$ cat config.mk
export PLATFORM = sky130hd
export DESIGN_NAME = dma_job_scheduler
export DESIGN_NICKNAME = d
export VERILOG_FILES = /design/src/rtl/dma_job_scheduler.sv
export SDC_FILE = /design/constraint.sdc
export NUM_CORES = 1
export LEC_CHECK = 0
export ABC_AREA = 1
export CORE_ASPECT_RATIO = 0.7
export CORE_UTILIZATION = 30
export CTS_CLUSTER_DIAMETER = 200
export DETAILED_ROUTE_END_ITERATION = 7
export SLEW_MARGIN = 5
export SYNTH_ARGS = -nofsm -noshare
export SYNTH_HDL_FRONTEND = slang
export SYNTH_SLANG_ARGS = --single-unit
$ cat constraint.sdc
create_clock -name clk -period 7.3 [get_ports clk]
set_input_delay 1.46 -clock clk [delete_from_list [all_inputs] [get_ports clk]]
set_output_delay 1.46 -clock clk [all_outputs]
set_load 0.02 [all_outputs]
$ cat src/rtl/dma_job_scheduler.sv
// DMA job scheduler: queues DMA jobs and programs a register-mapped DMA
// engine one job at a time. Each job writes the engine's src, dest, size,
// tail, head and ctrl registers, waits for the completion interrupt, clears
// ctrl_stat and retires the job with a done pulse.
//
// Job handshake: a job transfers on every posedge where job_valid and
// job_ready are both 1. job_ready depends only on registered queue
// occupancy, never on job_valid. The offering side must hold job_valid and
// the job fields stable until the transfer happens.
module dma_job_scheduler #(
    parameter int QDEPTH = 4,
    parameter int CNT_W  = 16
) (
    input  logic             clk,
    input  logic             rst,
    input  logic             job_valid,
    output logic             job_ready,
    input  logic [31:0]      job_src,
    input  logic [31:0]      job_dest,
    input  logic [31:0]      job_size,
    output logic [31:0]      reg_wr_data,
    output logic [5:0]       reg_wr_en,
    input  logic             eng_intr,
    output logic             done,
    output logic [CNT_W-1:0] done_count,
    output logic             busy,
    output logic [3:0]       fsm_state
);

    localparam int PTR_W = $clog2(QDEPTH);
    localparam logic [PTR_W:0] FULL_CNT = (PTR_W+1)'(QDEPTH);

    // Engine register strobes, one bit per register.
    localparam logic [5:0] EN_SRC  = 6'b000001;
    localparam logic [5:0] EN_DEST = 6'b000010;
    localparam logic [5:0] EN_TAIL = 6'b000100;
    localparam logic [5:0] EN_HEAD = 6'b001000;
    localparam logic [5:0] EN_SIZE = 6'b010000;
    localparam logic [5:0] EN_CTRL = 6'b100000;

    typedef enum logic [3:0] {
        IDLE    = 4'd0,
        W_SRC   = 4'd1,
        W_DEST  = 4'd2,
        W_SIZE  = 4'd3,
        W_TAIL  = 4'd4,
        W_HEAD  = 4'd5,
        W_START = 4'd6,
        WAIT    = 4'd7,
        CLEAR   = 4'd8,
        RETIRE  = 4'd9
    } state_t;

    state_t state, state_nxt;

    logic [31:0]      q_src  [QDEPTH];
    logic [31:0]      q_dest [QDEPTH];
    logic [31:0]      q_size [QDEPTH];
    logic [PTR_W-1:0] wr_ptr, rd_ptr;
    logic [PTR_W:0]   count;
    logic             push, pop;

    logic [31:0]      cur_src, cur_dest, cur_size;

    assign job_ready = (count != FULL_CNT);
    assign push      = job_valid && job_ready;
    // The FSM takes the head entry whenever it sits in IDLE with work queued.
    assign pop       = (state == IDLE) && (count != '0);
    assign busy      = (state != IDLE) || (count != '0);
    assign done      = (state == RETIRE);
    assign fsm_state = state;

    // Queue payload storage; entries need no reset because count gates reads.
    always_ff @(posedge clk) begin
        if (push) begin
            q_src[wr_ptr]  <= job_src;
            q_dest[wr_ptr] <= job_dest;
            q_size[wr_ptr] <= job_size;
        end
    end

    // Queue pointers and occupancy; push and pop in one cycle cancel out.
    always_ff @(posedge clk or negedge rst) begin
        if (!rst) begin
            wr_ptr <= '0;
            rd_ptr <= '0;
            count  <= '0;
        end else begin
            if (push) wr_ptr <= wr_ptr + 1'b1;
            if (pop)  rd_ptr <= rd_ptr + 1'b1;
            count <= count + {{PTR_W{1'b0}}, push} - {{PTR_W{1'b0}}, pop};
        end
    end

    // Latch the popped job so the queue slot can be reused immediately.
    always_ff @(posedge clk or negedge rst) begin
        if (!rst) begin
            cur_src  <= '0;
            cur_dest <= '0;
            cur_size <= '0;
        end else if (pop) begin
            cur_src  <= q_src[rd_ptr];
            cur_dest <= q_dest[rd_ptr];
            cur_size <= q_size[rd_ptr];
        end
    end

    // FSM state register; reset drops any job in flight.
    always_ff @(posedge clk or negedge rst) begin
        if (!rst) state <= IDLE;
        else      state <= state_nxt;
    end

    // Retired-job counter, wrapping naturally at its width.
    always_ff @(posedge clk or negedge rst) begin
        if (!rst)                 done_count <= '0;
        else if (state == RETIRE) done_count <= done_count + 1'b1;
    end

    // Next state and engine register writes; writes are idle by default.
    always_comb begin
        state_nxt   = state;
        reg_wr_en   = '0;
        reg_wr_data = '0;
        case (state)
            IDLE: begin
                if (count != '0) begin
                    // Zero-byte jobs have nothing to move; retire them directly.
                    if (q_size[rd_ptr] == '0) state_nxt = RETIRE;
                    else                      state_nxt = W_SRC;
                end
            end
            W_SRC: begin
                reg_wr_en   = EN_SRC;
                reg_wr_data = cur_src;
                state_nxt   = W_DEST;
            end
            W_DEST: begin
                reg_wr_en   = EN_DEST;
                reg_wr_data = cur_dest;
                state_nxt   = W_SIZE;
            end
            W_SIZE: begin
                reg_wr_en   = EN_SIZE;
                reg_wr_data = cur_size;
                state_nxt   = W_TAIL;
            end
            W_TAIL: begin
                reg_wr_en   = EN_TAIL;
                reg_wr_data = '0;
                state_nxt   = W_HEAD;
            end
            W_HEAD: begin
                reg_wr_en   = EN_HEAD;
                reg_wr_data = cur_size;
                state_nxt   = W_START;
            end
            W_START: begin
                reg_wr_en   = EN_CTRL;
                reg_wr_data = 32'h0000_0001;
                state_nxt   = WAIT;
            end
            WAIT: begin
                // Only an interrupt seen here counts; earlier ones are stale.
                if (eng_intr) state_nxt = CLEAR;
            end
            CLEAR: begin
                reg_wr_en   = EN_CTRL;
                reg_wr_data = '0;
                state_nxt   = RETIRE;
            end
            RETIRE: begin
                state_nxt = IDLE;
            end
            default: begin
                state_nxt = IDLE;
            end
        endcase
    end

endmodule

==> run_1/placement_by_type.png <==
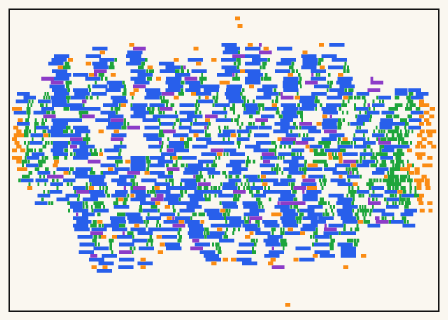
green -> combinational and other logic  # cells 1064, share of their area 21%
blue -> flops  # cells 507, share of their area 64%
purple -> clock drivers and dummy loads  # cells 87, share of their area 6.8%
orange -> other buffers and delay cells  # cells 178, share of their area 7.7%
flop share of the area: 61.35%
core footprint: 0.06500 mm²
Final Core Density: 36.65%
Final Cell Area: 0.02382 mm²

==> run_1/layer_met3.png <==
The bar under the picture is 100 µm long.
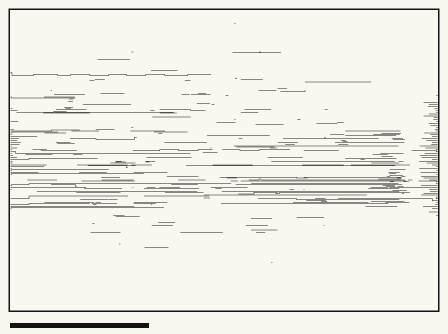
main direction = horizontal
longest straight run = 151 µm
wire length on this layer = 6380 µm

==> run_1/cell_density.png <==
The die is cut into 31 by 22 equal tiles; white is low, dark blue is high, 0 to 100% covered.
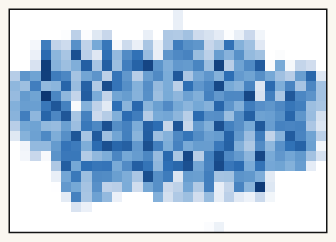
tiles over 75% full = 8.8%
nearly empty tiles = 33%
mean over tiles = 34%
fullest tile = 98%
Core Util at FP: 30.46%

==> GITHUB_STEP_SUMMARY, run 1 <==
### Metrics collected by this job

| Metric | Value |
|---|---|
| DR iter-0 viols | 1245 |
| Fraction of layout instances using a drive strength above 1 | 5.937% |
| TritonCTS Buffers | 47 |
| CP endpoint kind | output port |
| Total grt overflow | 0 |
| Grt met1 use | 25.00% |
| Final min period | 5010 ps |
| Commonest flop | edfxtp_1 |
| CP max stage delay | 930 ps |
| Yosys chip area | 0.01980 mm² |
| Data buffer area share | 7.333% |
| Critical Path End | reg_wr_data[19] |
| Met2 usage in global routing | 23.06% |
| Clock power share | 24.1% |
| Worst Setup SP | fsm_state[3]$_DFFE_PN0P_ |
| Ys async rst share | 24.26% |
| Logic share of the area | 19.73% |
| Sw power | 3.921 mW |
| Clk buf depth | 3 |
| Yosys cell count | 1663 |
| Met1 wire length | 26410 µm |
| Pwr Total | 10.23 mW |
| CP bufs+invs | 3 |
| Mapped Area | 0.01980 mm² |
| Final setup fails | 0 |
| Vias per cell | 4.803 |
| Crit path required time | 5840 ps |
| Count leader, synth | nand2_1 |
| Fin cells | 2721 |
| Final-layout clock buffer total | 75 |
| Worst Tran Pin Value | 1301 ps |
| Largest cells by area after synthesis | edfxtp_1, dfrtp_1, nand2_1 |
| Seq pwr share | 42.9% |
| Final worst setup slack | 2290 ps |
| Switch share | 38.32% |
| EDFF count, synth | 384 |
| Die W | 309.0 µm |
| Final wirelength | 56260 µm |
| # DRC | 0 |
| Initial antenna violation count | 15 |
| Post-CTS sizing | 0 |
| Top Usage Layer GRT | met1 |
| Hold Path Origin | cur_src[5]$_DFFE_PN0P_ |
| DRT Pass-1 Iters | 5 |
| F_max | 199.6 MHz |
| PwrDens | 429.5 mW/mm² |
| CP Class | register to output port |
| # Taps | 880 |
| Sequential fraction of the synthesis area | 73.80% |
| Latency at later pin | 570 ps |
| Synth Area per Inst | 11.90 µm² |
| IO buf count | 160 |
| I/O Pins | 161 |
| Crit path max-delay family | buffers and inverters |
| Yosys synthesis warning count | 0 |
| Non-clock buffer count | 178 |
| P_clk | 2.46 mW |
| Clk pin slew, worst setup/hold paths | 60 ps |
| Adder-cell area share of the yosys netlist | 0.5436% |
| ANT cells | 5 |
| Netlist cell types | 33 |
| Gate Area | 0.004700 mm² |
| Status | completed |
| Placed Cells incl. Taps | 2629 |
| Pre-CTS setup slack | 2958 ps |
| Critical path launch point type | register |
| Routed len/inst | 20.68 µm |
| Crit-path max FO | 32 |
| Seq group | 4.39 mW |
| Top power group | sequential cells |
| Clk sinks | 507 |
| RSZ-0062 raised after global routing | false |
| Die area | 0.06703 mm² |
| Post-CTS Hold Buffers | 0 |
| Mux share | 0% |
| Internal power | 6.309 mW |
| Critical path's slowest cell | inv_1 |
| Remaining antenna violation count | 0 |
| R2R depth | 8 |
| Layout clock area frac | 6.456% |
| Routed wl met2 | 22820 µm |
| Met3 usage | 6.466% |
| Top logic family | simple AND/OR/NAND/NOR gates |
| Post-synthesis xor/xnor area fraction | 0.8849% |
| Comb. pwr | 3.38 mW |
| CTS tree | done |
| R2r setup slk | 3590 ps |
| Biggest Area Class | flip-flops and latches |
| Leak pwr | 8.899 nW |
| First-pass GRT wire length | 82970 µm |
==> run 1 -> run 2 <==
==> constraint.sdc (replaced) <==
create_clock -name clk -period 4.2 [get_ports clk]
set_input_delay 0.84 -clock clk [delete_from_list [all_inputs] [get_ports clk]]
set_output_delay 0.84 -clock clk [all_outputs]
set_load 0.02 [all_outputs]
==> run_2/placement.png <==
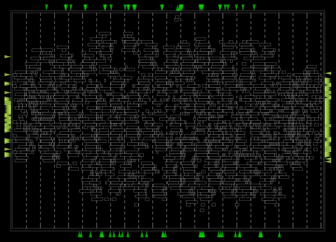
flop share of the area: 61.03%
Final Core Density: 36.84%

==> GITHUB_STEP_SUMMARY, run 2 <==
### Metrics collected by this job

| Metric | Value |
|---|---|
| Critical Path End | reg_wr_data[11] (was reg_wr_data[19]) |
| Critical path's slowest cell | nor2_4 (was inv_1) |
| Count leader, synth | nand2_1 (unchanged) |
| Top power group | sequential cells (unchanged) |
| HPWL after DPL | 36430 µm (was 36420 µm) |
| Met2 usage in global routing | 22.67% (was 23.06%) |
| # Taps | 880 (unchanged) |
| Total grt overflow | 0 (unchanged) |
| Placed Cells incl. Taps | 2637 (was 2629) |
| Ys async rst share | 24.26% (unchanged) |
| CTS tree | done (unchanged) |
| Final-layout clock buffer total | 65 (was 75) |
| Top logic cell by instance count in the layout | nand2_1 (unchanged) |
| Initial antenna violation count | 10 (was 15) |
| DRT Pass-1 Iters | 6 (was 5) |
| Crit path max-delay family | simple AND/OR/NAND/NOR gates (was buffers and inverters) |
| EDFF count, synth | 384 (unchanged) |
| Top Usage Layer GRT | met1 (unchanged) |
| Mapped Area | 0.01980 mm² (unchanged) |
| Netlist cell types | 33 (unchanged) |
| Final setup fails | 0 (unchanged) |
| Leak pwr | 8.956 nW (was 8.899 nW) |
| Vias post-DR | 13070 (about the same) |
| Die area | 0.06703 mm² (unchanged) |
| Yosys chip area | 0.01980 mm² (unchanged) |
| Final worst setup slack | 391.0 ps (was 2290 ps) |
| Comb power frac | 34.1% (was 33.0%) |
| TritonCTS Buffers | 46 (was 47) |
| # DRC | 0 (unchanged) |
| Seq pwr share | 42.0% (was 42.9%) |
| CP bufs+invs | 2 (was 3) |
| Crit-path max FO | 34 (was 32) |
| Top logic family | simple AND/OR/NAND/NOR gates (unchanged) |
| CP Class | register to output port (unchanged) |
| Critical path launch point type | register (unchanged) |
| P_clk | 4.33 mW (was 2.46 mW) |
| Pre-CTS setup slack | 1020 ps (was 2958 ps) |
| Sw power | 6.940 mW (was 3.921 mW) |
| Mux share | 0% (unchanged) |
| First-pass GRT wire length | 82380 µm (was 82970 µm) |
| Final Cell Area | 0.02395 mm² (was 0.02382 mm²) |
| Grt met1 use | 24.58% (was 25.00%) |
| Logic share of the area | 19.63% (was 19.73%) |
| Clk sinks | 507 (unchanged) |
| Post-synthesis xor/xnor area fraction | 0.8849% (unchanged) |
| Yosys synthesis warning count | 0 (unchanged) |
| Yosys cell count | 1663 (unchanged) |
| Vias per cell | 4.797 (was 4.803) |
| Status | completed (unchanged) |
| Switch share | 38.45% (was 38.32%) |
| Commonest flop | edfxtp_1 (unchanged) |
| TNS Setup | 0 ps (unchanged) |
| CP max stage delay | 760 ps (was 930 ps) |
| Final min period | 3809 ps |
| ANT cells | 2 (was 5) |
| Clk pin slew, worst setup/hold paths | 70 ps (was 60 ps) |
| IO buf count | 160 (unchanged) |
| Non-clock buffer count | 186 (was 178) |
| Fin crit share | 90.69% |
| Biggest Area Class | flip-flops and latches (unchanged) |
| R2R depth | 8 (unchanged) |
| Seq group | 7.57 mW (was 4.39 mW) |
| Core footprint | 0.06500 mm² (unchanged) |
| Pwr Total | 18.05 mW (was 10.23 mW) |
| Adder-cell area share of the yosys netlist | 0.5436% (unchanged) |
| Met1 wire length | 26240 µm (was 26410 µm) |
| Worst Tran Pin Value | 978.7 ps (was 1301 ps) |
| I/O Pins | 161 (unchanged) |
| Worst VDD drop | 0.0003429 V (was 0.0002346 V) |
| Comb. pwr | 6.15 mW (was 3.38 mW) |
| Met3 usage | 7.080% (was 6.466%) |
| Internal power | 11.11 mW (was 6.309 mW) |
| Routed len/inst | 20.67 µm (was 20.68 µm) |
| Synth Area per Inst | 11.90 µm² (unchanged) |
| Storage cell area | 0.01461 mm² (unchanged) |
| Remaining antenna violation count | 0 (unchanged) |
| Fraction of layout instances using a drive strength above 1 | 6.403% (was 5.937%) |
| PwrDens | 753.8 mW/mm² (was 429.5 mW/mm²) |
| F_max | 262.5 MHz |
| Gate Area | 0.004700 mm² (unchanged) |
| Post-CTS Hold Buffers | 0 (unchanged) |
| RSZ-0062 raised after global routing | false (unchanged) |
| CP endpoint kind | output port (unchanged) |
| Post-CTS sizing | 0 (unchanged) |
| Data buffer area share | 7.806% (was 7.333%) |
| R2r setup slk | 1370 ps (was 3590 ps) |
| Die W | 309.0 µm (unchanged) |
| Routed wl met2 | 22640 µm (was 22820 µm) |
| Clk buf depth | 3 (unchanged) |
| Clock power share | 24.0% (was 24.1%) |
| Largest cells by area after synthesis | edfxtp_1, dfrtp_1, nand2_1 (unchanged) |
Power figures rest on the tool's default switching activity, not on a simulated workload.
